Figure 1. Supply network.
Scale: 8 px per um. Pins as bars on the die edge.
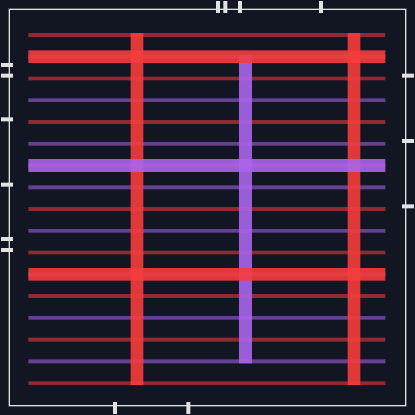
Figure 2. Metal 2.
Scale: 8 px per um.
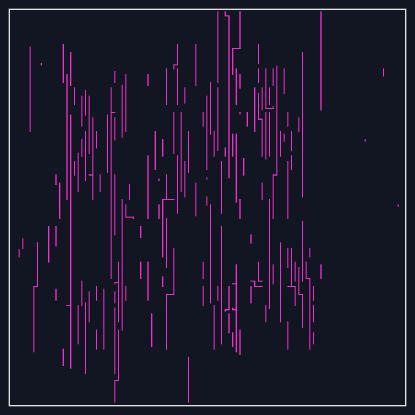
Figure 3. Where the registers sit.
Scale: 8 px per um.
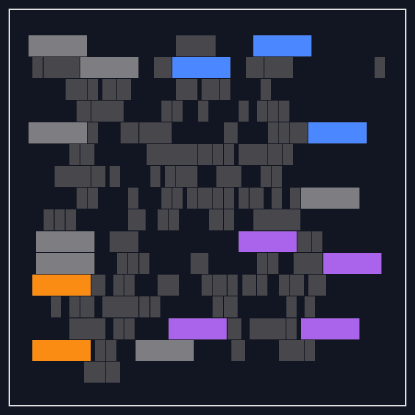
Figure 4. Clock routing.
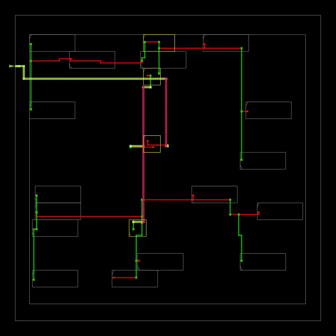
Figure 5. Placement density heat map.
Scale: 8 px per um. The die is cut into 10 by 10 equal tiles; black is low, pale yellow is high, 0 to 100% covered.
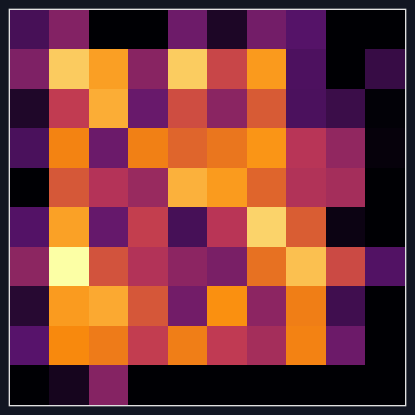
==> config.mk <==
export PLATFORM = sky130hd
export DESIGN_NAME = rock_sequencer_flat
export DESIGN_NICKNAME = d
export VERILOG_FILES = /design/src/rtl/rock_sequencer_if.sv /design/src/rtl/rock_sequencer.sv /design/src/flat_wrapper.sv
export SDC_FILE = /design/constraint.sdc
export NUM_CORES = 1
export LEC_CHECK = 0
export ABC_AREA = 1
export CAP_MARGIN = 20
export CORE_MARGIN = 2
export CORE_UTILIZATION = 45
export DETAILED_ROUTE_END_ITERATION = 8
export DONT_BUFFER_PORTS = 1
export GPL_ROUTABILITY_DRIVEN = 0
export PLACE_DENSITY = 0.58
export SYNTH_ARGS = -nofsm -noshare
export SYNTH_HDL_FRONTEND = slang
export SYNTH_SLANG_ARGS = --single-unit
==> constraint.sdc <==
create_clock -name clk -period 4.12 [get_ports clk]
set_clock_uncertainty 0.05 [all_clocks]
set_input_delay 0.824 -clock clk [delete_from_list [all_inputs] [get_ports clk]]
set_output_delay 0.824 -clock clk [all_outputs]
set_load 0.01 [all_outputs]
==> src/rtl/rock_sequencer_if.sv <==
// Handshake bundle between the A/F rocking datapath (master) and rock_sequencer (slave).
// Inputs are level/strobe signals from the datapath; outputs are registered pulses and status.
interface rock_sequencer_if;
    logic       tick;
    logic       cry;
    logic       F0;
    logic       AF0;
    logic       fag_reset;
    logic       Flaag;
    logic       Alaag;
    logic       Fhoog;
    logic       motor_on;
    logic [2:0] state;
    logic       fault;

    // tick is a one-cycle strobe; cry/F0/AF0 are only meaningful on tick cycles.
    // Every output is a registered single-cycle pulse or a registered level.
    modport master (
        output tick, cry, F0, AF0,
        input  fag_reset, Flaag, Alaag, Fhoog, motor_on, state, fault
    );

    modport slave (
        input  tick, cry, F0, AF0,
        output fag_reset, Flaag, Alaag, Fhoog, motor_on, state, fault
    );
endinterface

==> src/rtl/rock_sequencer.sv <==
// Cry-qualified rocking sequencer: reload, rock, then step F and A down to zero.
// Optional ramp watchdog (FAULT state, sticky fault flag) enabled by ROCK_WATCHDOG_EN.
module rock_sequencer #(
    parameter int QUIET_TICKS = 8,
    parameter int STEP_TICKS  = 4,
    parameter int CRY_FILTER  = 3
) (
    input  logic             clk,
    input  logic             reset,
    rock_sequencer_if.slave  bus
);
    localparam int QW = $clog2(QUIET_TICKS + 1);
    localparam int SW = $clog2(STEP_TICKS + 1);
    localparam int CW = $clog2(CRY_FILTER + 1);

    localparam logic [QW-1:0] QUIET_LAST = QW'(QUIET_TICKS - 1);
    localparam logic [SW-1:0] STEP_LAST  = SW'(STEP_TICKS - 1);
    localparam logic [CW-1:0] CRY_MAX    = CW'(CRY_FILTER);
    localparam logic [CW-1:0] CRY_THR    = CW'(CRY_FILTER - 1);

    typedef enum logic [2:0] {
        S_IDLE   = 3'd0,
        S_RELOAD = 3'd1,
        S_ROCK   = 3'd2,
        S_RAMP_F = 3'd3,
        S_RAMP_A = 3'd4
`ifdef ROCK_WATCHDOG_EN
        , S_FAULT = 3'd5
`endif
    } state_t;

    state_t          r_state;
    logic            r_fag_reset;
    logic            r_flaag;
    logic            r_alaag;
    logic            r_motor_on;
    logic [CW-1:0]   r_cry_cnt;
    logic [QW-1:0]   r_quiet_cnt;
    logic [SW-1:0]   r_step_tmr;
`ifdef ROCK_WATCHDOG_EN
    logic            r_fault;
    logic [3:0]      r_step_cnt;
`endif

    logic w_cry_det;
    logic w_done;

    // Qualifies on the CRY_FILTER-th consecutive crying tick and on every one after it.
    assign w_cry_det = bus.tick & bus.cry & (r_cry_cnt >= CRY_THR);
    assign w_done    = (r_state == S_RAMP_F) ? bus.F0 : bus.AF0;

    always_ff @(posedge clk) begin
        if (reset) begin
            r_state     <= S_IDLE;
            r_fag_reset <= 1'b0;
            r_flaag     <= 1'b0;
            r_alaag     <= 1'b0;
            r_motor_on  <= 1'b0;
            r_cry_cnt   <= '0;
            r_quiet_cnt <= '0;
            r_step_tmr  <= '0;
`ifdef ROCK_WATCHDOG_EN
            r_fault     <= 1'b0;
            r_step_cnt  <= '0;
`endif
        end else begin
            r_fag_reset <= 1'b0;
            r_flaag     <= 1'b0;
            r_alaag     <= 1'b0;

            if (bus.tick) begin
                if (!bus.cry)
                    r_cry_cnt <= '0;
                else if (r_cry_cnt != CRY_MAX)
                    r_cry_cnt <= r_cry_cnt + CW'(1);
            end

            case (r_state)
                S_IDLE: begin
                    r_motor_on <= 1'b0;
                    if (w_cry_det) begin
                        r_state     <= S_RELOAD;
                        r_fag_reset <= 1'b1;
                        r_motor_on  <= 1'b1;
                    end
                end
                S_RELOAD: begin
                    r_state     <= S_ROCK;
                    r_quiet_cnt <= '0;
                    r_motor_on  <= 1'b1;
                end
                S_ROCK: begin
                    r_motor_on <= 1'b1;
                    if (bus.tick) begin
                        if (bus.cry) begin
                            r_quiet_cnt <= '0;
                        end else if (r_quiet_cnt == QUIET_LAST) begin
                            r_state     <= S_RAMP_F;
                            r_quiet_cnt <= '0;
                            r_step_tmr  <= '0;
`ifdef ROCK_WATCHDOG_EN
                            r_step_cnt  <= '0;
`endif
                        end else begin
                            r_quiet_cnt <= r_quiet_cnt + QW'(1);
                        end
                    end
                end
                S_RAMP_F, S_RAMP_A: begin
                    r_motor_on <= 1'b1;
                    if (bus.tick) begin
                        if (w_cry_det) begin
                            r_state     <= S_RELOAD;
                            r_fag_reset <= 1'b1;
                            r_step_tmr  <= '0;
                        end else if (w_done) begin
                            r_step_tmr <= '0;
`ifdef ROCK_WATCHDOG_EN
                            r_step_cnt <= '0;
`endif
                            if (r_state == S_RAMP_F) begin
                                r_state <= S_RAMP_A;
                            end else begin
                                r_state    <= S_IDLE;
                                r_motor_on <= 1'b0;
                            end
                        end else if (r_step_tmr == STEP_LAST) begin
                            r_step_tmr <= '0;
`ifdef ROCK_WATCHDOG_EN
                            // Seven pulses without reaching zero means the datapath is stuck.
                            if (r_step_cnt == 4'd7) begin
                                r_state    <= S_FAULT;
                                r_motor_on <= 1'b0;
                                r_fault    <= 1'b1;
                            end else begin
                                r_step_cnt <= r_step_cnt + 4'd1;
                                if (r_state == S_RAMP_F) r_flaag <= 1'b1;
                                else                     r_alaag <= 1'b1;
                            end
`else
                            if (r_state == S_RAMP_F) r_flaag <= 1'b1;
                            else                     r_alaag <= 1'b1;
`endif
                        end else begin
                            r_step_tmr <= r_step_tmr + SW'(1);
                        end
                    end
                end
`ifdef ROCK_WATCHDOG_EN
                S_FAULT: begin
                    r_motor_on <= 1'b0;
                    r_fault    <= 1'b1;
                end
`endif
                default: begin
                    r_state    <= S_IDLE;
                    r_motor_on <= 1'b0;
                end
            endcase
        end
    end

    assign bus.fag_reset = r_fag_reset;
    assign bus.Flaag     = r_flaag;
    assign bus.Alaag     = r_alaag;
    assign bus.Fhoog     = 1'b0;
    assign bus.motor_on  = r_motor_on;
    assign bus.state     = r_state;
`ifdef ROCK_WATCHDOG_EN
    assign bus.fault     = r_fault;
`else
    assign bus.fault     = 1'b0;
`endif
endmodule

==> src/flat_wrapper.sv <==
// flat-port wrapper written by rule: the top's interface ports become plain ports
module rock_sequencer_flat 
#(
    parameter int QUIET_TICKS = 8,
    parameter int STEP_TICKS  = 4,
    parameter int CRY_FILTER  = 3
)
  (clk, reset, bus_tick, bus_cry, bus_F0, bus_AF0, bus_fag_reset, bus_Flaag, bus_Alaag, bus_Fhoog, bus_motor_on, bus_state, bus_fault);
  rock_sequencer_if bus_i ();
  input  logic clk;
  input  logic reset;
  input wire logic [$bits(bus_i.tick)-1:0] bus_tick;
  input wire logic [$bits(bus_i.cry)-1:0] bus_cry;
  input wire logic [$bits(bus_i.F0)-1:0] bus_F0;
  input wire logic [$bits(bus_i.AF0)-1:0] bus_AF0;
  output wire logic [$bits(bus_i.fag_reset)-1:0] bus_fag_reset;
  output wire logic [$bits(bus_i.Flaag)-1:0] bus_Flaag;
  output wire logic [$bits(bus_i.Alaag)-1:0] bus_Alaag;
  output wire logic [$bits(bus_i.Fhoog)-1:0] bus_Fhoog;
  output wire logic [$bits(bus_i.motor_on)-1:0] bus_motor_on;
  output wire logic [$bits(bus_i.state)-1:0] bus_state;
  output wire logic [$bits(bus_i.fault)-1:0] bus_fault;
  assign bus_i.tick = bus_tick;
  assign bus_i.cry = bus_cry;
  assign bus_i.F0 = bus_F0;
  assign bus_i.AF0 = bus_AF0;
  assign bus_fag_reset = bus_i.fag_reset;
  assign bus_Flaag = bus_i.Flaag;
  assign bus_Alaag = bus_i.Alaag;
  assign bus_Fhoog = bus_i.Fhoog;
  assign bus_motor_on = bus_i.motor_on;
  assign bus_state = bus_i.state;
  assign bus_fault = bus_i.fault;
  rock_sequencer #(.QUIET_TICKS(QUIET_TICKS), .STEP_TICKS(STEP_TICKS), .CRY_FILTER(CRY_FILTER)) u_core (.clk(clk), .reset(reset), .bus(bus_i));
endmodule
==> PnR_summary.wiki <==
=== Physical design figures ===
{| class="wikitable"
! Metric !! Value
|-
| Global-route congestion overflow total || 0
|-
| First-pass GRT wire length || 3080 um
|-
| Met3 demand-to-capacity share in global routing || 5.21%
|-
| Crit path time final || 1.70 ns
|-
| Finish-stage setup viols || 0
|-
| TritonCTS clock tree || done
|-
| Number of H-tree branching levels || 1
|-
| Setup tns final || 0 ns
|-
| Power per unit of standard cell area || 541 nW/um^2
|-
| Number of cells traversed by the worst register-to-register path || 7
|-
| Count of yosys warnings during synthesis || 0
|-
| Post-Synthesis Mean Instance Area || 7.18 um^2
|-
| Pin count of the biggest net entering global routing || 11
|-
| Cells after DPL || 155
|-
| Pre-antenna DRT Iters || 4
|-
| PostCTS Resize Cnt || 0
|-
| Async set-reset flop share out of synthesis || 0%
|-
| Cell taking the most area after synthesis || sky130_fd_sc_hd__dfxtp_1
|-
| Buffer depth of the longest clock path || 2
|-
| Synthesized instance count || 129
|-
| Run status || finished, final reports clean
|-
| Hold Crit Class || flip-flop to flip-flop
|-
| Layout overhead on the synthesized area || 6.35%
|-
| Most common reg cell || sky130_fd_sc_hd__dfxtp_1
|-
| Synthesis area per yosys || 926 um^2
|-
| Post-detailed-route DRC marker count || 0
|-
| Fraction of final layout cells sized beyond drive strength 1 || 17.4%
|-
| FF-to-FF End || u_core.bus.motor_on$_SDFF_PP0_
|-
| Net count, final || 143
|-
| Most frequent cells after synthesis || sky130_fd_sc_hd__nand2_1, sky130_fd_sc_hd__dfxtp_1, sky130_fd_sc_hd__inv_1, sky130_fd_sc_hd__nor2_1, sky130_fd_sc_hd__a21oi_1
|-
| Most frequently placed logic cells in the final layout || sky130_fd_sc_hd__nand2_1, sky130_fd_sc_hd__dfxtp_1, sky130_fd_sc_hd__inv_1, sky130_fd_sc_hd__nor2_1, sky130_fd_sc_hd__a21oi_1
|-
| Most area-consuming cells after synthesis || sky130_fd_sc_hd__dfxtp_1, sky130_fd_sc_hd__nand2_1, sky130_fd_sc_hd__inv_1
|-
| Fmax || 588 MHz
|-
| Top area contributor share || 34.6%
|-
| Worst reg2reg startpoint || u_core.bus.state[2]$_SDFFE_PP0P_
|-
| DRT met1 WL || 767 um
|-
| Leak pwr || 0.467 nW
|-
| Seq cells post-synth || 16
|-
| Mapped Area || 926 um^2
|-
| Final standard cell count with taps included and fillers excluded || 159
|-
| Met2 layer wire length in the routed design || 769 um
|-
| Antenna Cells || 0
|-
| Top layer reached by signal wires || met4
|-
| Total global routing track utilization || 16.2%
|-
| Count of instantiated cells in the yosys netlist || 129
|-
| WHS Endpoint || u_core.r_step_tmr[2]$_SDFFE_PP0P_
|-
| Fraction of the yosys area taken by sequential cells || 34.6%
|-
| Port Buf Inserts || 0
|-
| First-iteration detailed-routing DRC count || 25
|-
| Data required time at the worst endpoint || 3.25 ns
|-
| Critical Path End || bus_state[0]
|-
| Site row count || 16
|-
| HPWL after DPL || 1330 um
|-
| Setup repair after global routing missed its margin || no
|-
| Flop-to-flop setup slack || 2.62 ns
|-
| Origin of the worst min-delay path || u_core.r_step_tmr[2]$_SDFFE_PP0P_
|-
| Number of max-slew violations in the final report || 0
|-
| Number of nets with antenna violations after detailed routing || 0
|-
| Instance count along the most critical hold path || 2
|-
| Critical path origin || u_core.bus.state[0]$_SDFFE_PP0P_
|-
| OpenROAD warning count || 27
|-
| Initial antenna violation count || 0
|}
## Picture notes: Figure 1
VSS: shown in red. VDD: shown in purple.
3 straps on met4. 17 met1 rails follow the rows. 15 signal pins sit on the boundary. The core has 16 rows.
Worst VDD drop: 274 uV
horizontal die dimension: 49.4 um
area of the core: 1940 um^2
Die Y: 49.4 um

## Picture notes: Figure 2
112 nets have wire on it. The layer carries 769 um of wire.
Detailed Route WL: 1660 um
GR met2 Demand/Resource: 26.8%
total number of vias: 770

## Picture notes: Figure 3
`u_core.r_cry_cnt`: shown in orange, flops 2. `u_core.bus.state`: shown in blue, flops 3. `u_core.r_quiet_cnt`: shown in purple, flops 4.
Another 7 sequential cells are not colored.
area taken by flip-flops and latches: 320 um^2
flip-flop and latch power: 0.216 mW
utilization after layout: 50.7%

## Picture notes: Figure 4
num sequential: 16
number of clock sinks seen by CTS: 16
Clk Latency, worst-skew pair: 0.29 ns
clkbuf count: 4

## Picture notes: Figure 5
15% of the tiles are over 75% full. The emptiest ninth of the die: top right. The densest ninth of the die: middle. 20% of the tiles are nearly empty.
Init Core Util: 47.7%

## power breakdown
| group | total (mW) | internal [mW] | switching [mW] |
|---|---|---|---|
| Clock | 0.105 | 0.0539 | 0.0514 |
| Combinational | 0.211 | 0.0756 | 0.135 |
| Sequential | 0.216 | 0.182 | 0.0340 |
## layout make-up
cell class / instances / area (um^2)
flip-flops and latches: 16 / 320
multi-input cells: 92 / 519
fillers: 208 / 957
inverters: 20 / 75.1
clock buffers: 4 / 36.3
well taps: 27 / 33.8
## sequential cells by signal, indices dropped and copies added (netlist names)
register / count
u_core.bus.Alaag: 1
u_core.bus.Flaag: 1
u_core.bus.fag_reset: 1
u_core.bus.motor_on: 1
u_core.bus.state: 3
u_core.r_cry_cnt: 2
u_core.r_quiet_cnt: 4
u_core.r_step_tmr: 3
## through the flow
stage / instance area [um^2] / setup slack, ns
global route: 985 / 2.37
CTS: 985 / 2.40
finish: 985 / 2.42
floorplan: 930 / 2.51
global placement: 948 / 2.45
detailed placement: 948 / 2.42
## worst register-to-register path, stage by stage (launching register included)
cell and delay [ns]:
sky130_fd_sc_hd__dfxtp_1 0.45, sky130_fd_sc_hd__inv_1 0.16, sky130_fd_sc_hd__nand3_2 0.15, sky130_fd_sc_hd__nand2_1 0.10
sky130_fd_sc_hd__o21ai_0 0.27, sky130_fd_sc_hd__nand3_1 0.11, sky130_fd_sc_hd__nand2_1 0.07, sky130_fd_sc_hd__inv_1 0.04
## cell families (layout without fill, tap and decap cells)
family	after synthesis	in the layout	synth area share, %
other	1	2	0.405
adders and majority gates	4	4	5.41
buffers and inverters	22	24	9.73
xor gates and xnor gates	1	1	0.946
DFF	16	16	34.6
and+or+nand+nor	68	68	37.6
AOI/OAI and AO/OA	17	17	11.4
Power figures rest on the tool's default switching activity, not on a simulated workload.
